===== src/rtl/demux_reg.sv =====
// 1-to-10 write demultiplexer: a valid/ready word is stored into one of ten registers, chosen by demux_sel or an auto-increment pointer.
// Latency 1 (stored value visible the cycle after the transfer); in_ready drops during clear and, if WRAP == 0, for auto writes once all ten are filled.
module demux_reg #(
    parameter int WIDTH = 16,
    parameter int WRAP  = 0
) (
    input  logic             clk,
    input  logic             rst,
    input  logic [WIDTH-1:0] in_data,
    input  logic             in_valid,
    output logic             in_ready,
    input  logic [3:0]       demux_sel,
    input  logic             auto_inc,
    input  logic             clear,
    output logic [WIDTH-1:0] out_0,
    output logic [WIDTH-1:0] out_1,
    output logic [WIDTH-1:0] out_2,
    output logic [WIDTH-1:0] out_3,
    output logic [WIDTH-1:0] out_4,
    output logic [WIDTH-1:0] out_5,
    output logic [WIDTH-1:0] out_6,
    output logic [WIDTH-1:0] out_7,
    output logic [WIDTH-1:0] out_8,
    output logic [WIDTH-1:0] out_9,
    output logic [9:0]       out_valid,
    output logic             all_written,
    output logic [3:0]       wr_ptr,
    output logic             sel_err
);

    typedef enum logic [1:0] {EMPTY, PARTIAL, FULL} state_t;

    state_t           state_q;
    logic [WIDTH-1:0] bank_q [10];
    logic [9:0]       valid_q, valid_d;
    logic [3:0]       ptr_q, ptr_d, tgt;
    logic             err_q, err_d, full_q;
    logic             xfer, hit;

    always_comb begin
        tgt      = auto_inc ? ptr_q : demux_sel;
        in_ready = !clear && !(state_q == FULL && auto_inc && WRAP == 0);
        xfer     = in_valid && in_ready;
        hit      = xfer && (tgt < 4'd10);
        // Out-of-range manual selects are accepted and dropped, flagged for one cycle.
        err_d    = xfer && !auto_inc && (demux_sel > 4'd9);
        valid_d  = valid_q;
        if (hit) begin
            valid_d = valid_q | (10'd1 << tgt);
        end
        ptr_d = ptr_q;
        if (xfer && auto_inc) begin
            ptr_d = (ptr_q == 4'd9) ? 4'd0 : ptr_q + 4'd1;
        end
    end

    always_ff @(posedge clk or posedge rst) begin
        if (rst) begin
            state_q <= EMPTY;
            full_q  <= 1'b0;
            valid_q <= '0;
            ptr_q   <= '0;
            err_q   <= 1'b0;
            for (int i = 0; i < 10; i++) begin
                bank_q[i] <= '0;
            end
        end else if (clear) begin
            state_q <= EMPTY;
            full_q  <= 1'b0;
            valid_q <= '0;
            ptr_q   <= '0;
            err_q   <= 1'b0;
            for (int i = 0; i < 10; i++) begin
                bank_q[i] <= '0;
            end
        end else begin
            valid_q <= valid_d;
            ptr_q   <= ptr_d;
            err_q   <= err_d;
            for (int i = 0; i < 10; i++) begin
                if (hit && tgt == 4'(i)) begin
                    bank_q[i] <= in_data;
                end
            end
            case (state_q)
                EMPTY: begin
                    if (hit) begin
                        state_q <= (&valid_d) ? FULL : PARTIAL;
                        full_q  <= &valid_d;
                    end
                end
                PARTIAL: begin
                    if (&valid_d) begin
                        state_q <= FULL;
                        full_q  <= 1'b1;
                    end
                end
                default: begin
                    state_q <= FULL;
                    full_q  <= 1'b1;
                end
            endcase
        end
    end

    assign out_0       = bank_q[0];
    assign out_1       = bank_q[1];
    assign out_2       = bank_q[2];
    assign out_3       = bank_q[3];
    assign out_4       = bank_q[4];
    assign out_5       = bank_q[5];
    assign out_6       = bank_q[6];
    assign out_7       = bank_q[7];
    assign out_8       = bank_q[8];
    assign out_9       = bank_q[9];
    assign out_valid   = valid_q;
    assign all_written = full_q;
    assign wr_ptr      = ptr_q;
    assign sel_err     = err_q;

endmodule


===== config.mk =====
export PLATFORM = sky130hd
export DESIGN_NAME = demux_reg
export DESIGN_NICKNAME = d
export VERILOG_FILES = /design/src/rtl/demux_reg.sv
export SDC_FILE = /design/constraint.sdc
export NUM_CORES = 1
export LEC_CHECK = 0
export ABC_AREA = 0
export CORE_MARGIN = 2
export CORE_UTILIZATION = 54
export CTS_BUF_LIST = sky130_fd_sc_hd__clkbuf_8
export DETAILED_ROUTE_END_ITERATION = 7
export GPL_TIMING_DRIVEN = 0
export PLACE_DENSITY = 0.85
export SYNTH_ARGS = -nofsm -noshare
export SYNTH_HDL_FRONTEND = slang
export SYNTH_SLANG_ARGS = --single-unit

===== constraint.sdc =====
create_clock -name clk -period 12 [get_ports clk]
set_input_delay 2.4 -clock clk [delete_from_list [all_inputs] [get_ports clk]]
set_output_delay 2.4 -clock clk [all_outputs]
set_load 0.05 [all_outputs]

pdn.png
Scale bar: 20 um. Pins as bars on the die edge.
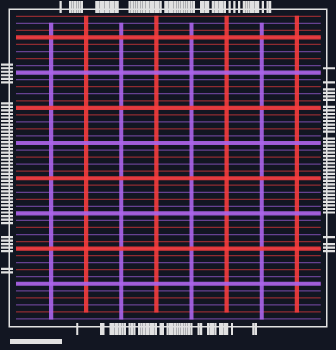
[VSS] purple
[VDD] red
met5 straps: 8
rows: 43
met1 rails: 44
signal pins: 202
maximum VDD drop: 0.00007783 V
width of the die: 122.1 um

cell_classes.png
Fill, decap, tap and diode cells in gray.
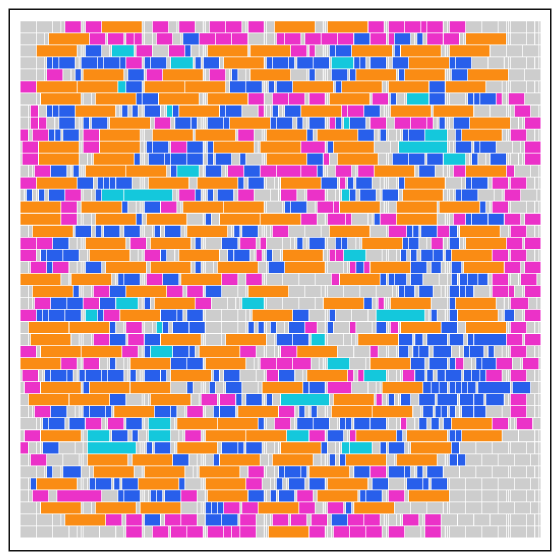
[flip-flops] orange | cells: 177
[clock drivers and dummy loads] cyan | cells: 32
[other buffers and delay cells] magenta | cells: 240
[all other logic] blue | cells: 413
Seq/total area: 43.94%
post-layout util: 73.19%
final non-filler cell area: 0.01008 mm2
Rows: 43

clock_map.png
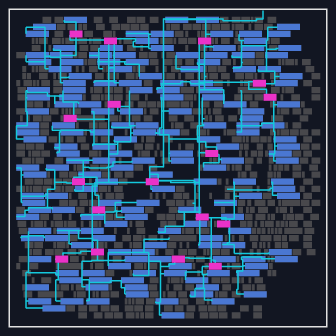
[cells driving clock nets] magenta | count: 17
[flip-flops] blue | count: 177
[clock wires] cyan | length: 1890 um
flops lie: widely spread
routed clock nets: 18
clk ins delay skew pair: 0.46 ns
clock network power: 462 uW
clk_skew: 0.007502 ns

==> flow_metrics.tcl <==
# collected from the flow reports
set metrics [dict create \
    yosysTopAreaCell "dfrtp_1" \
    n_all_inverters 5 \
    switching_power_uw 281.5 \
    portBuffers 183 \
    setup_violations 0 \
    worstReg2RegEnd "out_3[2]" \
    holdCritStartpoint "out_7[15]" \
    route.met2.wl_mm 10.45 \
    regArea_mm2 0.004429 \
    crit_path_top_delay_cell "clkdlybuf4s50_1" \
    antenna_found_initial 0 \
    logic_family "multiplexers" \
    core_region_area_mm2 0.01377 \
    path_max_fanout 10 \
    fillers 1008 \
    end_kind "output pin" \
    seq_cell_count 177 \
    outcome "finished clean" \
    clkbuf_count 19 \
    mux_share_pct 21.82 \
    cp-start-kind "input port" \
    xor_share_pct 0 \
]
Power is estimated from default activity; no workload was simulated.
